`config.mk`:
```
export PLATFORM = sky130hd
export DESIGN_NAME = uart_rx_shifter_flat
export DESIGN_NICKNAME = d
export VERILOG_FILES = /design/src/rtl/uart_pkg.sv /design/src/rtl/uart_rx_shifter_if.sv /design/src/rtl/sync_2ff.sv /design/src/rtl/uart_rx_shifter.sv /design/src/flat_wrapper.sv
export SDC_FILE = /design/constraint.sdc
export NUM_CORES = 1
export LEC_CHECK = 0
export CAP_MARGIN = 25
export CORE_UTILIZATION = 52
export CTS_BUF_LIST = sky130_fd_sc_hd__clkbuf_2
export CTS_CLUSTER_SIZE = 40
export DETAILED_ROUTE_END_ITERATION = 10
export PLACE_DENSITY_LB_ADDON = 0.12
export SLEW_MARGIN = 5
export SYNTH_ARGS = -nofsm -noshare
export SYNTH_HDL_FRONTEND = slang
export SYNTH_HIERARCHICAL = 1
export SYNTH_SLANG_ARGS = --single-unit
```
`constraint.sdc`:
```
create_clock -name pclk -period 1.7 [get_ports pclk]
set_input_delay 0.425 -clock pclk [delete_from_list [all_inputs] [get_ports pclk]]
set_output_delay 0.425 -clock pclk [all_outputs]
set_load 0.02 [all_outputs]
```
`src/rtl/uart_pkg.sv`:
```
// Shared UART definitions: receiver FSM states, oversampling constants and
// word-length encodings.
package uart_pkg;

    localparam int         OVERSAMPLE  = 16;
    localparam logic [3:0] MID_START   = 4'd7;
    localparam logic [3:0] LAST_SAMPLE = 4'(OVERSAMPLE - 1);

    typedef enum logic [2:0] {
        ST_IDLE,
        ST_START,
        ST_DATA,
        ST_PARITY,
        ST_STOP,
        ST_BRK_WAIT
    } rx_state_e;

    typedef enum logic [1:0] {
        WLS_5 = 2'b00,
        WLS_6 = 2'b01,
        WLS_7 = 2'b10,
        WLS_8 = 2'b11
    } wls_e;

    // Index of the final data bit for a given word-length code.
    function automatic logic [2:0] last_bit_idx(input logic [1:0] wls);
        case (wls_e'(wls))
            WLS_5:   return 3'd4;
            WLS_6:   return 3'd5;
            WLS_7:   return 3'd6;
            default: return 3'd7;
        endcase
    endfunction

endpackage

```
`src/rtl/uart_rx_shifter_if.sv`:
```
// Line-control configuration in, received character and status out.
interface uart_rx_shifter_if;

    logic [1:0] wls;
    logic       pen;
    logic       eps;
    logic       sp;
    logic [7:0] rsr_data;
    logic       receive_done;
    logic       frame_error;
    logic       parity_error;
    logic       uart_break;
    logic       rx_busy;

    modport master (
        output wls, pen, eps, sp,
        input  rsr_data, receive_done, frame_error, parity_error, uart_break, rx_busy
    );

    modport slave (
        input  wls, pen, eps, sp,
        output rsr_data, receive_done, frame_error, parity_error, uart_break, rx_busy
    );

endinterface

```
`src/rtl/sync_2ff.sv`:
```
// Two-flop synchronizer for asynchronous single-bit inputs (RXD, CTS, DSR).
module sync_2ff #(
    parameter logic RST_VAL = 1'b0
) (
    input  logic clk,
    input  logic rst,
    input  logic d_i,
    output logic q_o
);

    logic meta_q;
    logic sync_q;

    always_ff @(posedge clk) begin
        if (rst) begin
            meta_q <= RST_VAL;
            sync_q <= RST_VAL;
        end else begin
            meta_q <= d_i;
            sync_q <= meta_q;
        end
    end

    assign q_o = sync_q;

endmodule

```
`src/rtl/uart_rx_shifter.sv`:
```
// UART receive shift register: 16x oversampled start detection, 5-8 data bits,
// optional parity, first stop bit check and break detection.
module uart_rx_shifter
    import uart_pkg::*;
(
    input  logic              pclk,
    input  logic              preset,
    input  logic              rxd,
    input  logic              baud_tick,
    uart_rx_shifter_if.slave  rx
);

    logic rxd_s;

    sync_2ff #(.RST_VAL(1'b1)) u_rxd_sync (
        .clk (pclk),
        .rst (preset),
        .d_i (rxd),
        .q_o (rxd_s)
    );

    rx_state_e  state_q, state_d;
    logic [3:0] cnt_q,   cnt_d;
    logic [2:0] bit_q,   bit_d;
    logic [7:0] shift_q, shift_d;
    logic [1:0] wls_q,   wls_d;
    logic       pen_q,   pen_d;
    logic       eps_q,   eps_d;
    logic       sp_q,    sp_d;
    logic       zero_q,  zero_d;
    logic       perr_q,  perr_d;
    logic [7:0] data_q,  data_d;
    logic       fe_q,    fe_d;
    logic       pe_q,    pe_d;
    logic       brk_q,   brk_d;
    logic       done_q,  done_d;
    logic       exp_par;

    always_comb begin
        state_d = state_q;
        cnt_d   = cnt_q;
        bit_d   = bit_q;
        shift_d = shift_q;
        wls_d   = wls_q;
        pen_d   = pen_q;
        eps_d   = eps_q;
        sp_d    = sp_q;
        zero_d  = zero_q;
        perr_d  = perr_q;
        data_d  = data_q;
        fe_d    = fe_q;
        pe_d    = pe_q;
        brk_d   = brk_q;
        done_d  = 1'b0;
        // Upper shift bits are still zero, so reducing all 8 covers any word length.
        exp_par = sp_q ? ~eps_q : (eps_q ? ^shift_q : ~^shift_q);

        if (baud_tick) begin
            cnt_d = cnt_q + 4'd1;
            case (state_q)
                ST_IDLE: begin
                    cnt_d = 4'd0;
                    if (!rxd_s) begin
                        state_d = ST_START;
                        bit_d   = 3'd0;
                        shift_d = 8'd0;
                        zero_d  = 1'b1;
                        perr_d  = 1'b0;
                        wls_d   = rx.wls;
                        pen_d   = rx.pen;
                        eps_d   = rx.eps;
                        sp_d    = rx.sp;
                    end
                end
                ST_START: begin
                    if (cnt_q == MID_START) begin
                        cnt_d   = 4'd0;
                        state_d = rxd_s ? ST_IDLE : ST_DATA;
                    end
                end
                ST_DATA: begin
                    if (cnt_q == LAST_SAMPLE) begin
                        shift_d[bit_q] = rxd_s;
                        zero_d         = zero_q & ~rxd_s;
                        bit_d          = bit_q + 3'd1;
                        if (bit_q == last_bit_idx(wls_q))
                            state_d = pen_q ? ST_PARITY : ST_STOP;
                    end
                end
                ST_PARITY: begin
                    if (cnt_q == LAST_SAMPLE) begin
                        perr_d  = (rxd_s != exp_par);
                        zero_d  = zero_q & ~rxd_s;
                        state_d = ST_STOP;
                    end
                end
                ST_STOP: begin
                    if (cnt_q == LAST_SAMPLE) begin
                        data_d  = shift_q;
                        fe_d    = ~rxd_s;
                        pe_d    = perr_q;
                        brk_d   = zero_q & ~rxd_s;
                        done_d  = 1'b1;
                        state_d = rxd_s ? ST_IDLE : ST_BRK_WAIT;
                    end
                end
                ST_BRK_WAIT: begin
                    cnt_d = 4'd0;
                    if (rxd_s) state_d = ST_IDLE;
                end
                default: state_d = ST_IDLE;
            endcase
        end
    end

    always_ff @(posedge pclk) begin
        if (preset) begin
            state_q <= ST_IDLE;
            cnt_q   <= 4'd0;
            bit_q   <= 3'd0;
            shift_q <= 8'd0;
            wls_q   <= 2'b00;
            pen_q   <= 1'b0;
            eps_q   <= 1'b0;
            sp_q    <= 1'b0;
            zero_q  <= 1'b0;
            perr_q  <= 1'b0;
            data_q  <= 8'd0;
            fe_q    <= 1'b0;
            pe_q    <= 1'b0;
            brk_q   <= 1'b0;
            done_q  <= 1'b0;
        end else begin
            state_q <= state_d;
            cnt_q   <= cnt_d;
            bit_q   <= bit_d;
            shift_q <= shift_d;
            wls_q   <= wls_d;
            pen_q   <= pen_d;
            eps_q   <= eps_d;
            sp_q    <= sp_d;
            zero_q  <= zero_d;
            perr_q  <= perr_d;
            data_q  <= data_d;
            fe_q    <= fe_d;
            pe_q    <= pe_d;
            brk_q   <= brk_d;
            done_q  <= done_d;
        end
    end

    assign rx.rsr_data     = data_q;
    assign rx.receive_done = done_q;
    assign rx.frame_error  = fe_q;
    assign rx.parity_error = pe_q;
    assign rx.uart_break   = brk_q;
    assign rx.rx_busy      = (state_q != ST_IDLE);

endmodule

```
`src/flat_wrapper.sv`:
```
// flat-port wrapper written by rule: the top's interface ports become plain ports
module uart_rx_shifter_flat import uart_pkg::*;
  (pclk, preset, rxd, baud_tick, rx_wls, rx_pen, rx_eps, rx_sp, rx_rsr_data, rx_receive_done, rx_frame_error, rx_parity_error, rx_uart_break, rx_rx_busy);
  uart_rx_shifter_if rx_i ();
  input  logic pclk;
  input  logic preset;
  input  logic rxd;
  input  logic baud_tick;
  input wire logic [$bits(rx_i.wls)-1:0] rx_wls;
  input wire logic [$bits(rx_i.pen)-1:0] rx_pen;
  input wire logic [$bits(rx_i.eps)-1:0] rx_eps;
  input wire logic [$bits(rx_i.sp)-1:0] rx_sp;
  output wire logic [$bits(rx_i.rsr_data)-1:0] rx_rsr_data;
  output wire logic [$bits(rx_i.receive_done)-1:0] rx_receive_done;
  output wire logic [$bits(rx_i.frame_error)-1:0] rx_frame_error;
  output wire logic [$bits(rx_i.parity_error)-1:0] rx_parity_error;
  output wire logic [$bits(rx_i.uart_break)-1:0] rx_uart_break;
  output wire logic [$bits(rx_i.rx_busy)-1:0] rx_rx_busy;
  assign rx_i.wls = rx_wls;
  assign rx_i.pen = rx_pen;
  assign rx_i.eps = rx_eps;
  assign rx_i.sp = rx_sp;
  assign rx_rsr_data = rx_i.rsr_data;
  assign rx_receive_done = rx_i.receive_done;
  assign rx_frame_error = rx_i.frame_error;
  assign rx_parity_error = rx_i.parity_error;
  assign rx_uart_break = rx_i.uart_break;
  assign rx_rx_busy = rx_i.rx_busy;
  uart_rx_shifter u_core (.pclk(pclk), .preset(preset), .rxd(rxd), .baud_tick(baud_tick), .rx(rx_i));
endmodule
```
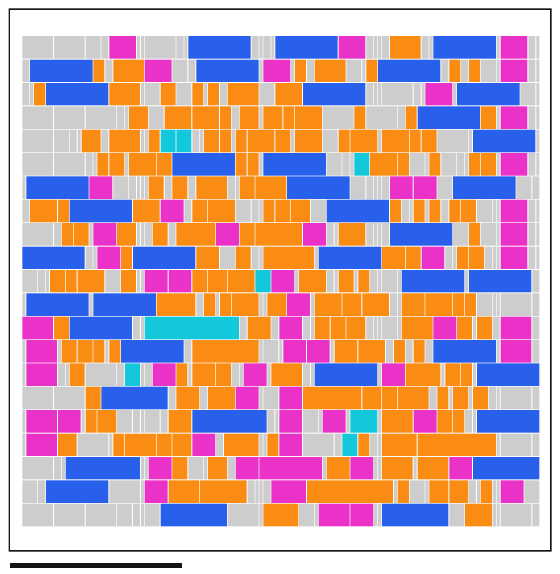
class_map.png
The bar under the picture is 20 um long. Fill, decap, tap and diode cells in grey.
[magenta] remaining buffers and delay cells | cells: 57
[orange] remaining logic cells | cells: 173
[blue] registers | cells: 39
[cyan] clock drivers and dummy loads | cells: 8
Design Area, Final: 2560 sq um
CORE AREA: 3440 sq um
num rows: 21

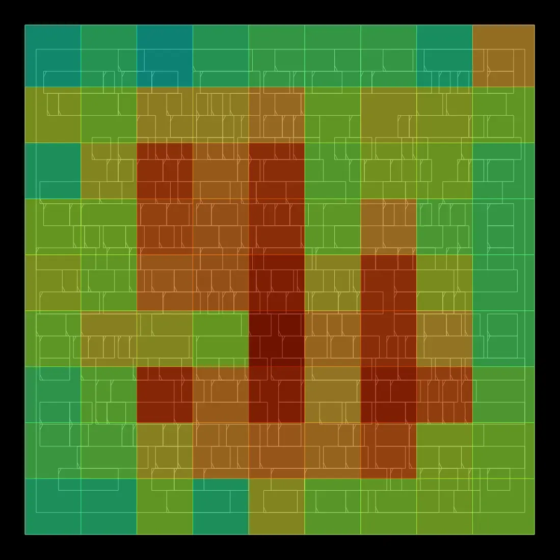
congestion_map.png
grt met1 use: 0.324
mean routed wirelength per cell: 13.9 um
GR Util met2: 0.387
layer carrying the most global-route usage: met2
global-route total usage across every layer: 0.243

==> qor.txt <==
Violations in the final reports = negative setup slack
Total leakage power = 1.08 nW
Dominant cell type by area after synthesis = sky130_fd_sc_hd__dfxtp_1
Initial standard-cell utilization of the core = 0.559
Synth top area share = 0.406
Met3 Resource Use GR = 0.0566
Worst setup slack after placement = -0.280 ns
Drt pass-1 iters = 4
Endpoints failing setup = 1
DR vias = 1,758
Multiplexer area fraction after synthesis = 0.0364
CP Launch Type = flop
Residual antenna-violating net count after detailed routing = 0
Cells on Worst Hold Path = 1
RSZ-0062 raised after global routing = yes
Netlist area before placement = 1920 sq um
Warning count from the yosys run = 6
Worst EP required = 1.27 ns
RR Endpoint = u_core/perr_q
Total length of routed met3 wires = 219 um
Worst-path cell chain = or3_4 > buf_6
Dominant flop cell = sky130_fd_sc_hd__dfxtp_1
Fraction of the mapped netlist area in adder cells = 0.0130
Highest cell delay on the worst timing path = 0.38 ns
Critical R2R Launch = u_core/cnt_q[1]
Number of remaining DRC errors = 0
Most frequent cells after synthesis = 39 x sky130_fd_sc_hd__dfxtp_1, 30 x sky130_fd_sc_hd__nor2_1, 25 x sky130_fd_sc_hd__a21oi_1
Drt total wl = 4480 um
Relative area change from synthesis to final layout = 32.8%
Run status = finished with violations
Bufs on Longest Clock Path = 2
Final Power = 1.94 mW
Worst slack on hold paths = 0.436 ns
Logic depth of the worst register-to-register path = 6
Y dimension of the die = 62.8 um
Number of port buffers = 21
Critical path class = flop to output port
CP top delay family = flip-flops
Chip area line of the yosys report = 1920 sq um
Clock tree root buffer cell = sky130_fd_sc_hd__clkbuf_2
Critical-path cell with the highest stage delay = sky130_fd_sc_hd__dfxtp_4
Non-filler instance count after layout = 323
Mean instance size in the synthesized netlist = 8.51 sq um
Peak Freq = 582 MHz
Pin count of the biggest net entering global routing = 31
Quantity of hold-fixing buffers added after cts = 0
Antenna violations before repair = 0
Post-Synthesis Cells = 226
Fraction of final layout cells sized beyond drive strength 1 = 0.260
Slew headroom = 0.745
Power density cells = 758 nW/um^2
Async set-reset flop share out of synthesis = 0
Highest routed metal layer = met4
Diodes inserted = 0
Cell Area, Placed = 2370 sq um
Critical path data arrival time = 1.29 ns
DIE AREA = 3950 sq um
Warning total across the stage logs = 28
Type of the tightest min-delay check = flop to flop
Final Worst Setup Slack = -0.0170 ns
TritonCTS Buffers = 5
Hold path start = u_core/u_rxd_sync/meta_q
CP Capture Type = output port
Setup TNS after final layout = -0.0170 ns
AND/OR/NAND/NOR Cells, Area Fraction = 0.256
Logic area = 1130 sq um
Number of placed I/O pins = 22
Fill count = 279
## cells in the final DEF (no fill, tap or decap), types with 5 or more instances in the layout
master and count:
sky130_fd_sc_hd__xnor2_1 9, sky130_fd_sc_hd__clkdlybuf4s50_1 8, sky130_fd_sc_hd__nand2_1 17, sky130_fd_sc_hd__nand3_1 9
sky130_fd_sc_hd__nor2_1 29, sky130_fd_sc_hd__a21oi_1 23, sky130_fd_sc_hd__mux2i_1 7, sky130_fd_sc_hd__clkbuf_2 5
sky130_fd_sc_hd__inv_1 6, sky130_fd_sc_hd__nor2b_1 6, sky130_fd_sc_hd__o21ai_0 6, sky130_fd_sc_hd__dlygate4sd2_1 12
sky130_fd_sc_hd__dfxtp_1 33, sky130_fd_sc_hd__buf_4 35
## where the power goes
group	internal, mW	switching, mW	total (mW)
logic	0.208	0.194	0.402
registers	0.939	0.0203	0.959
clock network	0.249	0.327	0.576
total	1.40	0.541	1.94
## area by class of cell
class / instances / area share
Tap cell: 46 / 0.0225
Timing Repair Buffer: 57 / 0.187
Clock buffer: 5 / 0.00979
Inverter: 7 / 0.0103
Multi-Input combinational cell: 166 / 0.442
Sequential cell: 39 / 0.310
Clock inverter: 3 / 0.0171
## sequential cells by signal (all words and copies together) (netlist names)
name and count:
u_core/rx.rsr_data 8, u_core/zero_q 1, u_core/rx.frame_error 1, u_core/eps_q 1
u_core/pen_q 1, u_core/u_rxd_sync/q_o 1, u_core/sp_q 1, u_core/bit_q 3
u_core/perr_q 1, u_core/rx.uart_break 1, u_core/shift_q 8, u_core/u_rxd_sync/meta_q 1
u_core/rx.receive_done 1, u_core/state_q 3, u_core/rx.parity_error 1, u_core/wls_q 2
u_core/cnt_q 4
## timing repair
item	CTS	global route
buffers inserted	2	2
resized	26	18
pin swaps	0	7
setup endpoints to repair	20	14
endpoints found under the hold margin	0	0
Power figures rest on the tool's default switching activity, not on a simulated workload.
